File: src/rtl/a10_sata_recfg_responder.sv
// Responder for the SATA transceiver reconfiguration register interface.
// Exposes CTRL (0x340) and STAT (0x341). A CFG_LOAD write streams one profile
// from an external ROM into the DPRIO port as masked read-modify-writes.
module a10_sata_recfg_responder #(
  parameter int PROFILES = 3,
  parameter int WORDS    = 8
) (
  input  logic                                clk,
  input  logic                                reset,
  input  logic [9:0]                          recfg_addr,
  input  logic                                recfg_wreq,
  input  logic [31:0]                         recfg_wdat,
  input  logic                                recfg_rreq,
  output logic [31:0]                         recfg_rdat,
  output logic                                recfg_busy,
  output logic [$clog2(PROFILES*WORDS)-1:0]   rom_addr,
  input  logic [73:0]                         rom_data,
  output logic [9:0]                          xcvr_addr,
  output logic                                xcvr_read,
  output logic                                xcvr_write,
  output logic [31:0]                         xcvr_wdat,
  input  logic [31:0]                         xcvr_rdat,
  input  logic                                xcvr_waitreq
);

  localparam int AW = $clog2(PROFILES*WORDS);
  localparam int IW = $clog2(WORDS);
  localparam logic [9:0] CTRL_ADDR = 10'h340;
  localparam logic [9:0] STAT_ADDR = 10'h341;
  localparam logic [9:0] END_MARK  = 10'h3FF;

  typedef enum logic [2:0] {
    ST_IDLE, ST_FETCH, ST_LATCH, ST_RD, ST_WR, ST_DONE
  } state_t;

  state_t          state, state_next;
  logic            ack;
  logic [6:0]      ctrl;
  logic            stat_busy;
  logic            stat_err;
  logic [2:0]      sel;
  logic [IW-1:0]   idx;
  logic [9:0]      ent_addr;
  logic [31:0]     ent_mask;
  logic [31:0]     ent_data;
  logic [31:0]     wd;
  logic            req;
  logic            wr_commit;
  logic            load_req;
  logic            sel_ok;
  logic            start;
  logic            last_word;
  logic            unused;

  // Every access completes on its second cycle; ack alternates so that
  // back-to-back requests each see one busy cycle.
  assign req        = recfg_wreq | recfg_rreq;
  assign wr_commit  = recfg_wreq & ack;
  assign load_req   = wr_commit & (recfg_addr == CTRL_ADDR) & recfg_wdat[7];
  assign sel_ok     = ({29'b0, recfg_wdat[2:0]} < $unsigned(PROFILES));
  assign start      = load_req & sel_ok & (state == ST_IDLE);
  assign last_word  = (idx == IW'(WORDS - 1));
  assign recfg_busy = reset & req & ~ack;
  assign unused     = ^recfg_wdat[31:8];

  // Register read mux; a simultaneous write suppresses read data.
  always_comb begin
    recfg_rdat = '0;
    if (reset && recfg_rreq && !recfg_wreq && ack) begin
      case (recfg_addr)
        CTRL_ADDR: recfg_rdat = {24'b0, 1'b0, ctrl};
        STAT_ADDR: recfg_rdat = {29'b0, stat_err, 1'b0, stat_busy};
        default:   recfg_rdat = '0;
      endcase
    end
  end

  // Control registers: access handshake, CTRL/STAT, profile select, word index.
  always_ff @(posedge clk) begin
    if (!reset) begin
      ack       <= 1'b0;
      ctrl      <= '0;
      stat_busy <= 1'b0;
      stat_err  <= 1'b0;
      sel       <= '0;
      idx       <= '0;
    end else begin
      ack <= req ? ~ack : 1'b0;
      if (wr_commit && recfg_addr == CTRL_ADDR) begin
        if (!recfg_wdat[7]) begin
          ctrl <= recfg_wdat[6:0];
        end else if (state != ST_IDLE) begin
          stat_err <= 1'b1;
        end else if (!sel_ok) begin
          ctrl     <= recfg_wdat[6:0];
          stat_err <= 1'b1;
        end else begin
          ctrl      <= recfg_wdat[6:0];
          sel       <= recfg_wdat[2:0];
          stat_busy <= 1'b1;
          stat_err  <= 1'b0;
        end
      end
      if (state == ST_DONE) stat_busy <= 1'b0;
      if (start) begin
        idx <= '0;
      end else if (state == ST_WR && !xcvr_waitreq && !last_word) begin
        idx <= idx + 1'b1;
      end
    end
  end

  // Profile entry and merged write-back word; pure datapath, no reset.
  always_ff @(posedge clk) begin
    if (state == ST_LATCH) begin
      {ent_addr, ent_mask, ent_data} <= rom_data;
    end
    if (state == ST_RD && !xcvr_waitreq) begin
      wd <= (xcvr_rdat & ~ent_mask) | (ent_data & ent_mask);
    end
  end

  // Stream FSM state register; reset aborts any DPRIO transaction at once.
  always_ff @(posedge clk) begin
    if (!reset) state <= ST_IDLE;
    else        state <= state_next;
  end

  // Stream FSM next state and DPRIO/ROM strobes; read and write never overlap.
  always_comb begin
    state_next = state;
    rom_addr   = '0;
    xcvr_addr  = '0;
    xcvr_read  = 1'b0;
    xcvr_write = 1'b0;
    xcvr_wdat  = '0;
    case (state)
      ST_IDLE:  if (start) state_next = ST_FETCH;
      ST_FETCH: begin
        rom_addr   = AW'(sel) * AW'(WORDS) + AW'(idx);
        state_next = ST_LATCH;
      end
      ST_LATCH: state_next = (rom_data[73:64] == END_MARK) ? ST_DONE : ST_RD;
      ST_RD: begin
        xcvr_addr = ent_addr;
        xcvr_read = 1'b1;
        if (!xcvr_waitreq) state_next = ST_WR;
      end
      ST_WR: begin
        xcvr_addr  = ent_addr;
        xcvr_write = 1'b1;
        xcvr_wdat  = wd;
        if (!xcvr_waitreq) state_next = last_word ? ST_DONE : ST_FETCH;
      end
      ST_DONE:  state_next = ST_IDLE;
      default:  state_next = ST_IDLE;
    endcase
  end

endmodule

File: config.mk
export PLATFORM = sky130hd
export DESIGN_NAME = a10_sata_recfg_responder
export DESIGN_NICKNAME = d
export VERILOG_FILES = /design/src/rtl/a10_sata_recfg_responder.sv
export SDC_FILE = /design/constraint.sdc
export NUM_CORES = 1
export LEC_CHECK = 0
export CAP_MARGIN = 20
export CORE_MARGIN = 10
export CORE_UTILIZATION = 45
export DETAILED_ROUTE_END_ITERATION = 10
export GPL_ROUTABILITY_DRIVEN = 0
export GPL_TIMING_DRIVEN = 1
export HOLD_SLACK_MARGIN = 0.15
export PLACE_DENSITY = 0.86
export SYNTH_ARGS = -nofsm -noshare
export SYNTH_HDL_FRONTEND = slang
export SYNTH_SLANG_ARGS = --single-unit
export TNS_END_PERCENT = 100
File: constraint.sdc
create_clock -name clk -period 8.98 [get_ports clk]
set_clock_uncertainty 0.2 [all_clocks]
set_input_delay 1.796 -clock clk [delete_from_list [all_inputs] [get_ports clk]]
set_output_delay 1.796 -clock clk [all_outputs]
set_load 0.02 [all_outputs]
run_1/metal_density.png
(2 px per um) The die is cut into 25 by 25 equal tiles; dark purple is low, yellow is high, scaled to the fullest tile. Values are wire area over tile area, all layers added.
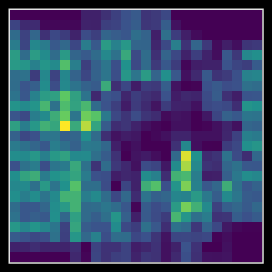
- fullest tile: 0.55
- emptiest ninth of the die: north-east
- densest ninth of the die: west
- tiles over half the peak: 12%
- mean over tiles: 0.15
- nearly empty tiles: 12%
GRT Total Usage: 17.1%
routed len/inst: 20.1 um
final wirelength: 13700 um
Vias: 3380

run_1/logic_types.png
(3 px per um)
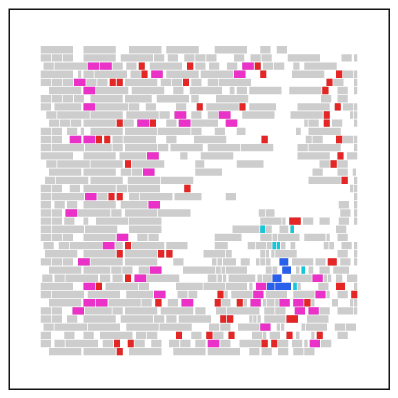
- and/or cells: red (cells 57; most used and2_1)
- non-inverting ao/oa cells: blue (cells 5; most used o31a_1)
- inv cells: cyan (cells 6; most used inv_1)
- mux cells: magenta (cells 43; most used mux2_2)

run_1/wires.png
(3 px per um) Only two layers are drawn.
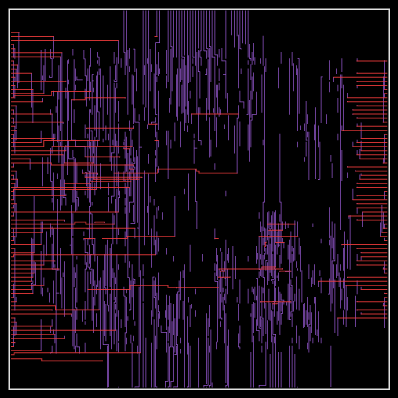
- metal 2: purple (wire length 6770 um)
- metal 3: red (wire length 1870 um)

run_1/placement.png
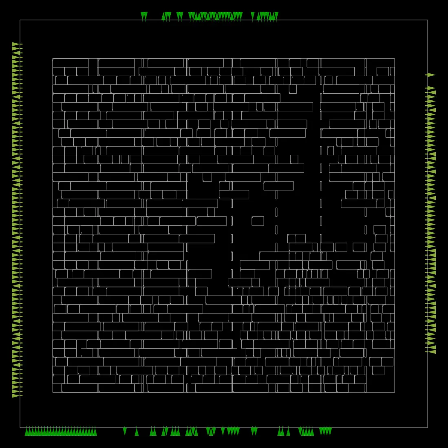
row count: 38
non-filler cells in the finished layout: 685

[run 1: cells by family (layout without fill, tap and decap cells)]
kind of cell | after synthesis | in the layout | synth area share, %
other | 1 | 25 | 0.0740
AND/OR/NAND/NOR | 107 | 107 | 12.1
multiplexers | 43 | 43 | 9.28
XOR/XNOR | 1 | 1 | 0.173
flip-flops | 124 | 124 | 69.9
buffers and inverters | 40 | 226 | 5.53
AND-OR/OR-AND | 17 | 17 | 2.44
adder cells (fa/ha/maj) | 2 | 2 | 0.494
[run 1: worst reg2reg max path: stages (launching register included)]
cell	delay, ps
dfxtp_1	490
nand2b_1	240
nor2_4	220
buf_12	240
buf_4	480
[run 1: stage by stage]
step,utilization (%),total power [mW],hold WS [ps]
floorplan,-,0.665,213
global placement,63.6,0.715,238
detailed placement,63.6,0.718,249
CTS,69.3,1.43,259
global route,69.5,1.46,268
finish,69.5,1.42,256
[run 1: sequential cells by signal, summed over array words and instances, names as in the netlist]
signal,count
idx,3
ent_addr,10
ent_mask,32
ent_data,32
stat_err,1
ack,1
state,3
wd,32
ctrl,7
sel,2
stat_busy,1
[run 1: metal layers]
| metal | up-vias | wire length, um |
|---|---|---|
| li1 | 1565 | - |
| met2 | 213 | 6770 |
| met5 | - | 0 |
| met1 | 1595 | 5020 |
| met4 | 0 | 91 |
| met3 | 7 | 1870 |
[run 1: report_power, final]
| group | switching (mW) | internal, mW | leakage (nW) | total, mW |
|---|---|---|---|---|
| clock network | 0.247 | 0.463 | 0.298 | 0.711 |
| registers | 0.000678 | 0.625 | 1.10 | 0.625 |
| logic | 0.0275 | 0.0542 | 1.26 | 0.0817 |
[run 1: layout make-up]
class	instances	area (um^2)
clock buffers	17	425
clock inverters	15	196
fillers	739	3340
inverters	6	23.8
multi-input cells	195	1350
flip-flops and latches	124	3540
well taps	140	175
repair buffers	188	1890
==> results_dict.tcl, run 1 <==
# collected from the flow reports
set metrics [dict create \
    p_leak_nw 2.65 \
    vias_per_cell 4.93 \
    crit_top_cell "clkdlybuf4s50_1" \
    crit_required_ps 6980 \
    critPathBufInv 2 \
    port_buffers 185 \
    synth_cell_types 41 \
    pre_cts_slack_ps 2810 \
    finalInstanceArea_mm2 0.00760 \
    hp-class "reg -> reg" \
    cp_max_fo 20 \
    cp-endpoint "recfg_rdat[6]" \
    outcome "complete, no violations" \
    areaGrowthSynthToFinish_pct 49.9 \
    crit_arrival_ps 4140 \
    relSlewSlack_pct 55.2 \
    chipHeight_um 126 \
    io-pin-count 235 \
    max_stage_delay_ps 900 \
    async_reset_ff_share_pct 0 \
    ys.flops 124 \
    rr_worst_depth 4 \
    crit_type "in -> out" \
    clkSinkCount 124 \
    grt_max_degree 39 \
    grt_use_met1_pct 17.7 \
    syn_avg_cell_area_um2 15.1 \
    ant_nets 0 \
    grt-busiest-layer "met2" \
    cap_violations 0 \
    fin_nets 687 \
    grtUsageMet3_pct 10.4 \
    grt_pass1_wl_um 21000 \
    cts_buffer_depth 2 \
    rsz0062_at_grt "no" \
    die-area_mm2 0.0159 \
    edf_count 106 \
    fin_ws_ps 2840 \
    postSynthSeqShare_pct 69.9 \
    warnings 50 \
    synth_area_mm2 0.00507 \
    syn_inst 335 \
    period_used_pct 68.3 \
    hp-start "ctrl[4]" \
    largest_area_cell "edfxtp_1" \
    grt_overflow 0 \
    hold_buffers 0 \
    critical_path.endpoint_type "primary output" \
    drive_gt1_share_pct 13.9 \
    die_w_um 126 \
    cts_tree "built" \
    clkTransAtPathRegs_ps 60 \
    cts_resized 0 \
    cts_setup_buffers 0 \
    hold_violations 0 \
    holdPathStages 2 \
    core_mm2 0.0109 \
    ys_dominant_reg_cell "edfxtp_1" \
    grt_antenna_before_repair 0 \
    core_util_floorplan_pct 46.4 \
    r2r_start "state[1]" \
    finalSetupViolCount 0 \
    tightest_slew_ps 670 \
    yosys_area_mm2 0.00507 \
    use_met2_pct 28.3 \
    dp_hpwl_um 10200 \
    rr_endpoint "ent_addr[0]" \
    common_cells "edfxtp_1 (106), and2_1 (52), mux2_2 (32)" \
    vdd.ir_drop.worst_uv 170 \
    final_cell_mix "clkdlybuf4s50_1 (185), edfxtp_1 (106), and2_1 (52)" \
    n_antenna_cell 0 \
    clock.fmax_ghz 0.163 \
    yosys_cells 335 \
    reg2reg_setup_slack_ps 6740 \
    finalMaxSlewViolations 0 \
    timing.setup.tns_ps 0 \
    insertion_delay_ps 410 \
    final_layout_top_logic_cell "clkdlybuf4s50_1" \
    first_global_vias 3749 \
    most_common_cell "edfxtp_1" \
    firstDrtPassIters 4 \
    crit_chain "clkdlybuf4s50_1 -> and3b_1 -> nand4_1 -> nor2_1 -> and2_1 -> clkdlybuf4s50_1" \
    place_area_mm2 0.00696 \
    crit_slowest_cell "clkdlybuf4s50_1" \
    min_period_ps 6140 \
    area_leaders "edfxtp_1 (63%), dfxtp_1 (7.1%), mux2_2 (7.1%), and2_1 (6.4%), buf_4 (4.0%)" \
]
==> run 2: changes to the inputs <==
Settings changed: CORE_UTILIZATION 45 to 41, PLACE_DENSITY 0.86 to 0.8.
Clock period 8.98 ns to 6.41 ns, I/O delays scaled along.
==> run 2 against run 1 <==
  * Routed wire length fell by 7.7%
  * Critical path depth did not move
  * Critical path type unchanged
  * Register-to-register slack got worse by 2700 ps
==> results_dict.tcl, run 2 <==
# collected from the flow reports
set metrics [dict create \
    power_density_mw_per_mm2 248 \
    netlist.area_leader.share_pct 62.8 \
    chipHeight_um 131 \
    critical_path.endpoint_type "primary output" \
    area_leaders "edfxtp_1 (63%), dfxtp_1 (7.1%), mux2_2 (7.1%), and2_1 (6.4%), buf_4 (4.0%)" \
    synth_cell_types 41 \
    period_used_pct 79.4 \
    cts_root_buf "clkbuf_16" \
    cts_tree "built" \
    place_area_mm2 0.00699 \
    timing.setup.tns_ps 0 \
    htreeDepth 4 \
    finalSetupViolCount 0 \
    areaGrowthSynthToFinish_pct 48.7 \
    cts_buffer_depth 2 \
    async_reset_ff_share_pct 0 \
    rsz0062_at_grt "no" \
    cts_setup_buffers 0 \
    drt_iter0_markers 177 \
    final_cell_mix "clkdlybuf4s50_1 (185), edfxtp_1 (106), and2_1 (52)" \
    relSlewSlack_pct 42.5 \
    hold_violations 0 \
    postSynthSeqShare_pct 69.9 \
    flop_area_mm2 0.00354 \
    yosysWarnings 0 \
    vias_per_cell 4.68 \
    grt_overflow 0 \
    rows 40 \
    drcViolationCount 0 \
    warnings 50 \
    outcome "complete, no violations" \
    insertion_delay_ps 410 \
    fin_ws_ps 1320 \
    max_stage_delay_ps 900 \
    core_util_floorplan_pct 42.0 \
    grt_max_degree 67 \
    crit_required_ps 4930 \
    pre_cts_slack_ps 1330 \
    io-pin-count 235 \
    hold_buffers 0 \
    ys_dominant_reg_cell "edfxtp_1" \
    common_cells "edfxtp_1 (106), and2_1 (52), mux2_2 (32)" \
    critPathBufInv 2 \
    crit_arrival_ps 3610 \
    cp_max_fo 20 \
    min_period_ps 5090 \
    hp-class "reg -> reg" \
    dp_hpwl_um 9630 \
    syn_avg_cell_area_um2 15.1 \
    vdd.ir_drop.worst_uv 207 \
    finalMaxSlewViolations 0 \
    fin_nets 686 \
    n_antenna_cell 0 \
    critical-path-top-delay-family "buffers and inverters" \
    clock.fmax_ghz 0.196 \
    syn_inst 335 \
    cap_violations 0 \
    grt_pass1_wl_um 20000 \
    comb_area_mm2 0.00135 \
    clkTransAtPathRegs_ps 50 \
    crit_slowest_cell "clkdlybuf4s50_1" \
    tightest_slew_ps 862 \
    edf_count 106 \
    ant_nets 0 \
    port_buffers 185 \
    core_mm2 0.0121 \
    largest_area_cell "edfxtp_1" \
    yosys_area_mm2 0.00507 \
    most_common_cell "edfxtp_1" \
    crit_type "in -> out" \
    clkSinkCount 124 \
    firstDrtPassIters 4 \
    numCtsBuffers 17 \
    ys.flops 124 \
    crit_chain "clkdlybuf4s50_1 -> and3b_1 -> nand4_1 -> nor2_1 -> and2_1 -> clkdlybuf4s50_1" \
    crit_top_cell "clkdlybuf4s50_1" \
    vias 3330 \
    grt_antenna_before_repair 1 \
    p_leak_nw 2.61 \
    first_global_vias 3668 \
    die_w_um 131 \
    fillers 918 \
    final_layout_top_logic_cell "clkdlybuf4s50_1" \
    cp-start-kind "input pin" \
    finalInstanceArea_mm2 0.00753 \
    drive_gt1_share_pct 12.7 \
    yosys_cells 335 \
    synth_area_mm2 0.00507 \
    die-area_mm2 0.0172 \
    cts_resized 0 \
]
[run 2: cell counts after synthesis]
No cell type changed its count.
[run 2: logic make-up after synthesis]
family,after synthesis,synth area share (%)
and+or+nand+nor,107,12.1
DFF,124,69.9
buffers and inverters,40,5.53
muxes,43,9.28
other,1,0.0740
xor gates and xnor gates,1,0.173
AOI/OAI and AO/OA,17,2.44
adders and majority gates,2,0.494
[run 2: path summary, 6_finish.rpt]
| kind | start | end | slack, ps | depth (start not counted) |
|---|---|---|---|---|
| max reg2reg | state[1] | ent_addr[8] | 4000 | 3 |
| min | ack | ack | 240 | 1 |
| max | reset | recfg_rdat[4] | 1320 | 6 |
| min reg2reg | ack | ack | 240 | 1 |
[run 2: cell type report]
type                       count  area share (%)
clock buffer                  22            5.90
clock inverter                10            1.31
inverter                       6           0.316
multi-input combinational    195            17.9
sequential                   124            47.0
tap                          168            2.79
timing repair buffer         187            24.8
[run 2: layer usage]
layer | global-route usage, % | vias up | share of wire [%]
li1 | - | 1556 | -
met1 | 15.1 | 1597 | 36
met2 | 24.9 | 162 | 51
met3 | 8.46 | 15 | 12
met4 | 5.63 | 0 | 1.6
met5 | 0 | - | 0
[run 2: power breakdown]
part	total (mW)	internal (mW)	switching, mW	leakage [nW]
logic	0.112	0.0756	0.0365	1.25
clock network	0.883	0.564	0.319	0.264
registers	0.877	0.876	0.000765	1.10
total	1.87	1.52	0.356	2.61
[run 2: metrics by stage]
| stage | hold WS [ps] | power [mW] | instances | util [%] |
|---|---|---|---|---|
| floorplan | 213 | 0.931 | 359 | - |
| global placement | 234 | 1.00 | 680 | 58.0 |
| detailed placement | 237 | 1.00 | 680 | 58.0 |
| CTS | 245 | 1.89 | 712 | 62.5 |
| global route | 283 | 1.94 | 712 | 62.5 |
| finish | 241 | 1.87 | 712 | 62.5 |
run_2/detail.png
Window x 51 to 81, y 51 to 81 um. Cells in grey, sequential cells in the stronger grey; small squares are vias.
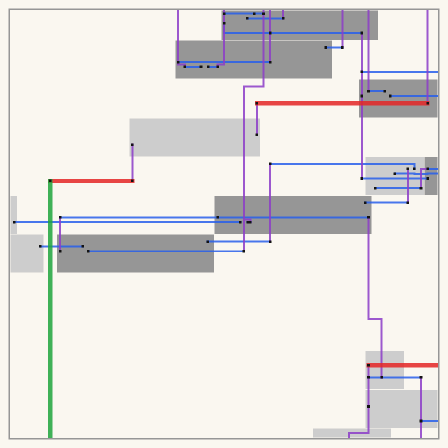
- metal 3: red
- metal 1: blue
- metal 2: purple
- metal 4: green
- netlist names of flops here include: ent_data (2), ent_mask (2)
- sequential cells in the window: 5
- most frequent: edfxtp_1 (5), clkbuf_16 (2)
- cells with their middle in the window: 10

run_2/wires.png
(3 px per um) Only two layers are drawn.
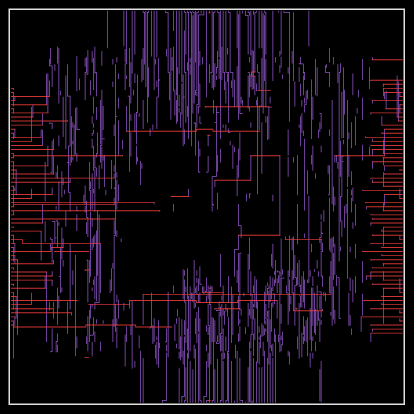
- metal 3: red (wire length 1500 um)
- metal 2: purple (wire length 6450 um)
final wirelength: 12700 um
GRT Total Usage: 14.9%
routed len/inst: 17.8 um

Power and IR drop assume default switching activity.
